File: config.mk
export PLATFORM = sky130hd
export DESIGN_NAME = sd_spi_init_seq
export DESIGN_NICKNAME = d
export VERILOG_FILES = /design/src/rtl/sd_spi_init_seq.sv
export SDC_FILE = /design/constraint.sdc
export NUM_CORES = 1
export LEC_CHECK = 0
export CAP_MARGIN = 20
export CORE_ASPECT_RATIO = 1.75
export CORE_UTILIZATION = 50
export DETAILED_ROUTE_END_ITERATION = 16
export GPL_TIMING_DRIVEN = 0
export MAX_ROUTING_LAYER = met4
export PLACE_DENSITY = 0.83
export SLEW_MARGIN = 10
export SYNTH_ARGS = -nofsm -noshare
export SYNTH_HDL_FRONTEND = slang
export SYNTH_SLANG_ARGS = --single-unit
export TNS_END_PERCENT = 1
File: constraint.sdc
create_clock -name clk -period 4.1 [get_ports clk]
set_input_delay 0.82 -clock clk [delete_from_list [all_inputs] [get_ports clk]]
set_output_delay 0.82 -clock clk [all_outputs]
set_load 0.02 [all_outputs]
File: src/rtl/sd_spi_init_seq.sv
// sd_spi_init_seq
// SD-card SPI-mode initialisation sequencer feeding an SPI master.
// Issues power-up clocks, CMD0, CMD8, CMD55/ACMD41 polling and CMD58.
// Each transaction is a handshake: the frame and lengths are loaded, then
// spi_start is raised. Success and failure are reported to the storage
// controller, together with the card capacity class.
//
// Ports
//   clk, rst_n             system clock, async active-low reset
//   init_start             level request, accepted in IDLE/DONE/ERROR only
//   init_done/init_error   held status; err_code gives the failing stage
//                          (1 CMD0, 2 CMD8, 3 CMD55, 4 ACMD41, 5 CMD58,
//                          6 SPI timeout)
//   card_hc                OCR CCS bit (1 = SDHC/SDXC)
//   spi_start              transaction request to the SPI master
//   clk_ss                 0 = 400 kHz, 1 = 20 MHz (only in DONE)
//   cs_force_high          CS held high (power-up clocks only)
//   cmd_frame              48-bit command, MSB first
//   cmd_length             bytes to send
//   response_length        response bytes expected
//   receive/send_data_length  unused data phases, tied to 0
//   busy_spi               SPI master busy
//   valid_response         response strobe (resp_data valid)
//   valid_spi              transaction-complete strobe
//   resp_data              response bytes, R1 in [39:32]
//
// state      | meaning
// S_IDLE     | waiting for init_start
// S_PWRUP_*  | 0xFF bytes with CS forced high
// S_CMD0_*   | GO_IDLE_STATE, retried until R1 = 0x01
// S_CMD8_*   | SEND_IF_COND, selects v1/v2 card
// S_CMD55_*  | APP_CMD prefix
// S_ACMD41_* | SD_SEND_OP_COND poll
// S_GAP      | idle wait between ACMD41 rounds
// S_CMD58_*  | READ_OCR, captures CCS
// S_DONE     | init complete, fast clock
// S_ERROR    | init failed, err_code valid
// (*_I = load frame for one cycle, *_W = transaction in flight)

module sd_spi_init_seq #(
    parameter int CMD_WIDTH        = 48,
    parameter int POWERUP_BYTES    = 10,
    parameter int MAX_CMD0_TRIES   = 8,
    parameter int MAX_ACMD41_TRIES = 1000,
    parameter int RETRY_GAP        = 1000,
    parameter int SPI_TIMEOUT      = 2**22
) (
    input  logic                 clk,
    input  logic                 rst_n,
    input  logic                 init_start,
    output logic                 init_done,
    output logic                 init_error,
    output logic [2:0]           err_code,
    output logic                 card_hc,
    output logic                 spi_start,
    output logic                 clk_ss,
    output logic                 cs_force_high,
    output logic [CMD_WIDTH-1:0] cmd_frame,
    output logic [5:0]           cmd_length,
    output logic [5:0]           response_length,
    output logic [9:0]           receive_data_length,
    output logic [9:0]           send_data_length,
    input  logic                 busy_spi,
    input  logic                 valid_response,
    input  logic                 valid_spi,
    input  logic [39:0]          resp_data
);

    localparam int WD_W   = $clog2(SPI_TIMEOUT + 1);
    localparam int CMD0_W = $clog2(MAX_CMD0_TRIES + 1);
    localparam int A41_W  = $clog2(MAX_ACMD41_TRIES + 1);
    localparam int GAP_W  = $clog2(RETRY_GAP + 1);

    typedef enum logic [3:0] {
        S_IDLE,
        S_PWRUP_I,
        S_PWRUP_W,
        S_CMD0_I,
        S_CMD0_W,
        S_CMD8_I,
        S_CMD8_W,
        S_CMD55_I,
        S_CMD55_W,
        S_ACMD41_I,
        S_ACMD41_W,
        S_GAP,
        S_CMD58_I,
        S_CMD58_W,
        S_DONE,
        S_ERROR
    } state_t;

    state_t state;
    state_t state_next;

    logic [WD_W-1:0]   wd_cnt;
    logic [CMD0_W-1:0] cmd0_tries;
    logic [A41_W-1:0]  acmd41_rounds;
    logic [GAP_W-1:0]  gap_cnt;
    logic              v2;
    logic              got_resp;
    logic [39:0]       resp_reg;
    logic [39:0]       resp_now;
    logic [7:0]        r1;

    logic              restart;
    logic              cmd0_fail;
    logic              acmd41_fail;
    logic              v2_set;
    logic              v2_clr;
    logic              hc_load;
    logic              hc_val;
    logic              gap_load;
    logic [2:0]        err_next;
    logic              wd_expired;

    logic [CMD_WIDTH-1:0] cfg_frame;
    logic [5:0]           cfg_clen;
    logic [5:0]           cfg_rlen;
    logic                 cfg_cs;
    logic                 load_cfg;

    function automatic logic is_issue(input state_t s);
        return (s == S_PWRUP_I) || (s == S_CMD0_I) || (s == S_CMD8_I) ||
               (s == S_CMD55_I) || (s == S_ACMD41_I) || (s == S_CMD58_I);
    endfunction

    function automatic logic is_wait(input state_t s);
        return (s == S_PWRUP_W) || (s == S_CMD0_W) || (s == S_CMD8_W) ||
               (s == S_CMD55_W) || (s == S_ACMD41_W) || (s == S_CMD58_W);
    endfunction

    // crc argument is the whole last byte (CRC7 plus end bit)
    function automatic logic [CMD_WIDTH-1:0] make_frame(input logic [5:0]  idx,
                                                        input logic [31:0] arg,
                                                        input logic [7:0]  crc);
        return CMD_WIDTH'({2'b01, idx, arg, crc});
    endfunction

    // A response strobe in the same cycle as completion still counts;
    // with no response at all the card is treated as silent (all ones).
    assign resp_now = valid_response ? resp_data :
                      (got_resp ? resp_reg : '1);
    assign r1       = resp_now[39:32];

    logic unused_resp_bits;
    assign unused_resp_bits = ^{resp_now[31], resp_now[29:12]};

    assign wd_expired = is_wait(state) && (wd_cnt == WD_W'(SPI_TIMEOUT - 1));

    always_ff @(posedge clk or negedge rst_n) begin
        if (!rst_n) begin
            state <= S_IDLE;
        end else begin
            state <= state_next;
        end
    end

    always_comb begin
        state_next  = state;
        restart     = 1'b0;
        cmd0_fail   = 1'b0;
        acmd41_fail = 1'b0;
        v2_set      = 1'b0;
        v2_clr      = 1'b0;
        hc_load     = 1'b0;
        hc_val      = 1'b0;
        gap_load    = 1'b0;
        err_next    = 3'd0;

        case (state)
            S_IDLE, S_DONE, S_ERROR: begin
                if (init_start) begin
                    state_next = S_PWRUP_I;
                    restart    = 1'b1;
                end
            end
            S_PWRUP_I:  state_next = S_PWRUP_W;
            S_CMD0_I:   state_next = S_CMD0_W;
            S_CMD8_I:   state_next = S_CMD8_W;
            S_CMD55_I:  state_next = S_CMD55_W;
            S_ACMD41_I: state_next = S_ACMD41_W;
            S_CMD58_I:  state_next = S_CMD58_W;
            S_PWRUP_W: begin
                if (valid_spi) state_next = S_CMD0_I;
            end
            S_CMD0_W: begin
                if (valid_spi) begin
                    if (r1 == 8'h01) begin
                        state_next = S_CMD8_I;
                    end else if (cmd0_tries == CMD0_W'(MAX_CMD0_TRIES - 1)) begin
                        state_next = S_ERROR;
                        err_next   = 3'd1;
                    end else begin
                        cmd0_fail  = 1'b1;
                        state_next = S_CMD0_I;
                    end
                end
            end
            S_CMD8_W: begin
                if (valid_spi) begin
                    if (r1 == 8'h01 && resp_now[11:0] == 12'h1AA) begin
                        v2_set     = 1'b1;
                        state_next = S_CMD55_I;
                    end else if (r1 == 8'h05) begin
                        v2_clr     = 1'b1;
                        state_next = S_CMD55_I;
                    end else begin
                        state_next = S_ERROR;
                        err_next   = 3'd2;
                    end
                end
            end
            S_CMD55_W: begin
                if (valid_spi) begin
                    if (r1 == 8'h00 || r1 == 8'h01) begin
                        state_next = S_ACMD41_I;
                    end else begin
                        state_next = S_ERROR;
                        err_next   = 3'd3;
                    end
                end
            end
            S_ACMD41_W: begin
                if (valid_spi) begin
                    if (r1 == 8'h00) begin
                        if (v2) begin
                            state_next = S_CMD58_I;
                        end else begin
                            hc_load    = 1'b1;
                            hc_val     = 1'b0;
                            state_next = S_DONE;
                        end
                    end else if (r1 == 8'h01 &&
                                 acmd41_rounds != A41_W'(MAX_ACMD41_TRIES - 1)) begin
                        acmd41_fail = 1'b1;
                        gap_load    = 1'b1;
                        state_next  = S_GAP;
                    end else begin
                        state_next = S_ERROR;
                        err_next   = 3'd4;
                    end
                end
            end
            S_GAP: begin
                if (gap_cnt == '0) state_next = S_CMD55_I;
            end
            S_CMD58_W: begin
                if (valid_spi) begin
                    if (r1 == 8'h00) begin
                        hc_load    = 1'b1;
                        hc_val     = resp_now[30];
                        state_next = S_DONE;
                    end else begin
                        state_next = S_ERROR;
                        err_next   = 3'd5;
                    end
                end
            end
            default: state_next = S_IDLE;
        endcase

        // A completing transaction wins over the watchdog in the same cycle.
        if (wd_expired && !valid_spi) begin
            state_next  = S_ERROR;
            err_next    = 3'd6;
            restart     = 1'b0;
            cmd0_fail   = 1'b0;
            acmd41_fail = 1'b0;
            v2_set      = 1'b0;
            v2_clr      = 1'b0;
            hc_load     = 1'b0;
            gap_load    = 1'b0;
        end
    end

    // Transaction parameters are computed for the state being entered so
    // that the frame is already on the bus one cycle before spi_start.
    always_comb begin
        cfg_frame = '1;
        cfg_clen  = 6'd6;
        cfg_rlen  = 6'd1;
        cfg_cs    = 1'b0;
        case (state_next)
            S_PWRUP_I: begin
                cfg_frame = '1;
                cfg_clen  = 6'(POWERUP_BYTES);
                cfg_rlen  = 6'd0;
                cfg_cs    = 1'b1;
            end
            S_CMD0_I:   cfg_frame = make_frame(6'd0, 32'h0000_0000, 8'h95);
            S_CMD8_I: begin
                cfg_frame = make_frame(6'd8, 32'h0000_01AA, 8'h87);
                cfg_rlen  = 6'd5;
            end
            S_CMD55_I:  cfg_frame = make_frame(6'd55, 32'h0000_0000, 8'h01);
            S_ACMD41_I: cfg_frame = make_frame(6'd41, v2 ? 32'h4000_0000 : 32'h0000_0000, 8'h01);
            S_CMD58_I: begin
                cfg_frame = make_frame(6'd58, 32'h0000_0000, 8'h01);
                cfg_rlen  = 6'd5;
            end
            default: ;
        endcase
    end

    assign load_cfg = is_issue(state_next) && (state_next != state);

    always_ff @(posedge clk or negedge rst_n) begin
        if (!rst_n) begin
            cmd_frame       <= '0;
            cmd_length      <= '0;
            response_length <= '0;
            cs_force_high   <= 1'b0;
            spi_start       <= 1'b0;
            wd_cnt          <= '0;
            got_resp        <= 1'b0;
            resp_reg        <= '0;
            cmd0_tries      <= '0;
            acmd41_rounds   <= '0;
            gap_cnt         <= '0;
            v2              <= 1'b0;
            card_hc         <= 1'b0;
            err_code        <= '0;
        end else begin
            if (load_cfg) begin
                cmd_frame       <= cfg_frame;
                cmd_length      <= cfg_clen;
                response_length <= cfg_rlen;
                cs_force_high   <= cfg_cs;
            end

            if (is_issue(state)) begin
                spi_start <= 1'b1;
            end else if (busy_spi || !is_wait(state_next)) begin
                spi_start <= 1'b0;
            end

            wd_cnt <= is_wait(state) ? wd_cnt + 1'b1 : '0;

            if (is_issue(state)) begin
                got_resp <= 1'b0;
            end else if (valid_response) begin
                got_resp <= 1'b1;
                resp_reg <= resp_data;
            end

            if (restart) begin
                cmd0_tries    <= '0;
                acmd41_rounds <= '0;
                v2            <= 1'b0;
                card_hc       <= 1'b0;
                err_code      <= '0;
            end else begin
                if (cmd0_fail)   cmd0_tries    <= cmd0_tries + 1'b1;
                if (acmd41_fail) acmd41_rounds <= acmd41_rounds + 1'b1;
                if (v2_set)      v2            <= 1'b1;
                if (v2_clr)      v2            <= 1'b0;
                if (hc_load)     card_hc       <= hc_val;
                if (err_next != 3'd0) err_code <= err_next;
            end

            if (gap_load) begin
                gap_cnt <= GAP_W'(RETRY_GAP - 1);
            end else if (state == S_GAP && gap_cnt != '0) begin
                gap_cnt <= gap_cnt - 1'b1;
            end
        end
    end

    assign init_done           = (state == S_DONE);
    assign init_error          = (state == S_ERROR);
    assign clk_ss              = (state == S_DONE);
    assign receive_data_length = '0;
    assign send_data_length    = '0;

endmodule

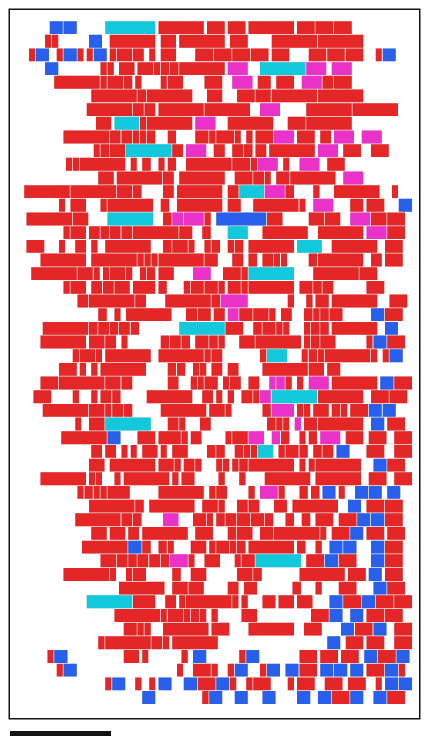
(images/sizes.png)
Scale bar: 20 microns.
[_6 and larger] cyan | cells: 16 | share: 2.2%
[_3 and _4 cells] blue | cells: 71 | share: 9.9%
[_2 cells] magenta | cells: 36 | share: 5.0%
[_0 and _1 cells] red | cells: 596 | share: 83%
Area growth syn-to-layout: 26.5%
Design Area, Final: 6970 sq um

==> reports/metrics.csv <==
stage,metric,value,unit
status,status,"finished, final reports clean",
detailed_routing,DRC violations left,0,
timing,Post-Route Setup TNS,0,ps
setup_path,CP Data Required Time,4330,ps
global_route,vias in the first global route,4655,
synthesis,Mapped Avg Cell Area,9.37,sq um
flow_run,# Max-Cap Violations,0,
timing,Hold Slack,475,ps
placed_design,Place WS,-68.6,ps
synthesis,asr flop ratio synth,100,%
detailed_routing,Final ANT Viol Nets,0,
synthesis,xor/xnor share,5.25,%
placed_design,DP Cell Count,833,
clocking,Setup Buffers After CTS,0,
power_and_ir_drop,Pwr Density,753,nW/um^2
detailed_routing,via count,4699,
flow_run,count of tool warnings,45,
timing,RSZ-0062 raised after global routing,false,
synthesis,Top-area cell share,42.7,%
detailed_routing,Routed WL,13200,microns
power_and_ir_drop,VDD IR max,0.000644,V
clocking,hold_buf cts,0,
synthesis,Synth Area in Simple Gates,21.7,%
detailed_routing,met3 routed WL,618,microns
synthesis,Post-synth top cells,"dfrtp_1 (94), buf_4 (67), nor2_1 (60)",
clocking,CTS tree,yes,
final_layout,share of cells above drive strength 1,17.1,%
floorplan,total I/O pin count,135,
timing,endpoints failing hold,0,
clocking,Max H-tree Level,3,
setup_path,CP endpoint kind,register,
clocking,CTS Sinks,94,
floorplan,fp util,51.5,%
synthesis,synth unique cells,70,
synthesis,"count leader, synth",dfrtp_1,
global_route,global route hottest layer,met2,
synthesis,Top cells by area,"dfrtp_1 (43%), buf_4 (9.1%), mux2_2 (4.1%), nor2_1 (4.1%), nand2_1 (3.2%)",
synthesis,Post-synth regs,94,
detailed_routing,wire per inst,15.5,microns
floorplan,Die H,141,microns
setup_path,FF-to-FF setup slack,810,ps
synthesis,Largest logic family,simple AND/OR/NAND/NOR gates,
floorplan,die footprint,11500,sq um
global_route,largest net degree at the start of global routing,49,
clocking,post-CTS resize count,0,
synthesis,Multiplexer share,4.27,%
timing,Setup Skew,7.30,ps
synthesis,Yosys Instances,588,
timing,Setup WS post-layout,223,ps
setup_path,worst reg2reg path depth,9,
global_route,M2 GR Usage,42.9,%
timing,Peak Freq,0.258,GHz
detailed_routing,Post-Route M1 WL,4780,microns
final_layout,Gate Area,2590,sq um
synthesis,number of enable flip-flop cells,0,
global_route,grt ovf,0,
setup_path,reg-to-reg critical path endpoint,spi_start,
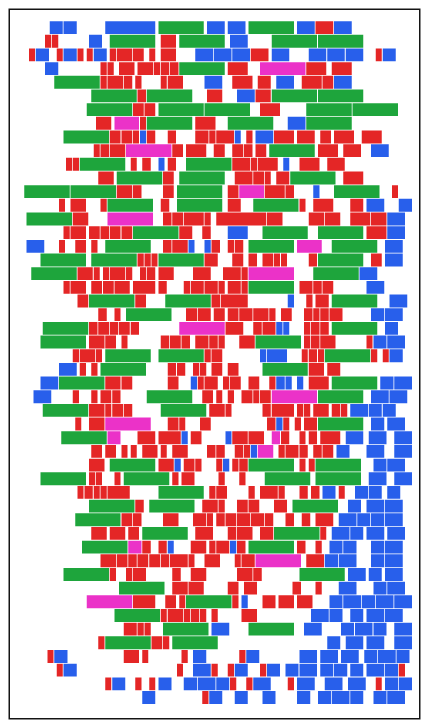
(images/placement_by_type.png)
[flops] green | cells: 94
[other buffers and delay cells] blue | cells: 182
[clock drivers and dummy loads] magenta | cells: 16
[combinational and other logic] red | cells: 427
Post-Route Utilization: 65.2%
Std-Cell Rows: 50
Core Footprint: 10700 sq um
Seq/total area: 33.7%

[cell usage in the layout (no fill, tap or decap), types with 4 or more instances in the layout]
master,synthesis,layout
a21oi_1,20,20
and2_1,8,8
and3_1,8,8
buf_4,67,68
clkbuf_1,22,22
clkbuf_16,0,9
clkdlybuf4s50_1,0,87
conb_1,1,27
dfrtp_1,94,94
ha_1,4,4
inv_1,11,11
mux2_2,20,20
nand2_1,47,47
nand2b_1,6,6
nand3_1,19,19
nand4_1,10,10
nand4b_1,4,4
nor2_1,60,60
nor2b_1,8,8
nor3_1,9,9
nor3b_1,4,4
nor4_1,5,5
nor4bb_1,5,5
o211ai_1,5,5
o21a_1,6,6
o21ai_0,25,25
o31ai_1,4,4
or3_1,14,14
or4_1,5,5
xnor2_1,14,14
xor2_1,19,19
[where the power goes]
part	leakage [nW]	total [mW]	switching (mW)	internal, mW
clock	0.141	0.833	0.371	0.462
combinational	1.62	3.00	1.62	1.38
sequential	1.17	1.42	0.214	1.20
[area by class of cell]
type / instances / share of cell area (%)
Clock buffer: 12 / 3.82
Clock inverter: 4 / 0.413
Sequential cell: 94 / 33.7
Multi-Input combinational cell: 414 / 37.1
Buffer: 93 / 8.85
Inverter: 13 / 0.700
Timing Repair Buffer: 89 / 13.0
Tap cell: 130 / 2.33
[worst max-delay path, cell delays in order]
cell             delay (ps)
clkdlybuf4s50_1         500
nor4b_1                 490
o21ai_0                 340
nor4_1                  570
o22ai_1                 140
nor2_1                  350
clkbuf_1                410
nand3_1                 160
a32oi_1                 230
o21ai_0                  90
[worst max path at each step]
stage / to / startpoint / cells after the start
after floorplan: cmd_frame[39] / resp_data[37] / 10
after global placement: cmd_length[2] / rst_n / 1
after detailed placement: spi_start / valid_response / 10
after CTS: spi_start / valid_response / 10
after global routing: response_length[0] / valid_response / 11
final: spi_start / valid_response / 10
Power and IR drop assume default switching activity.
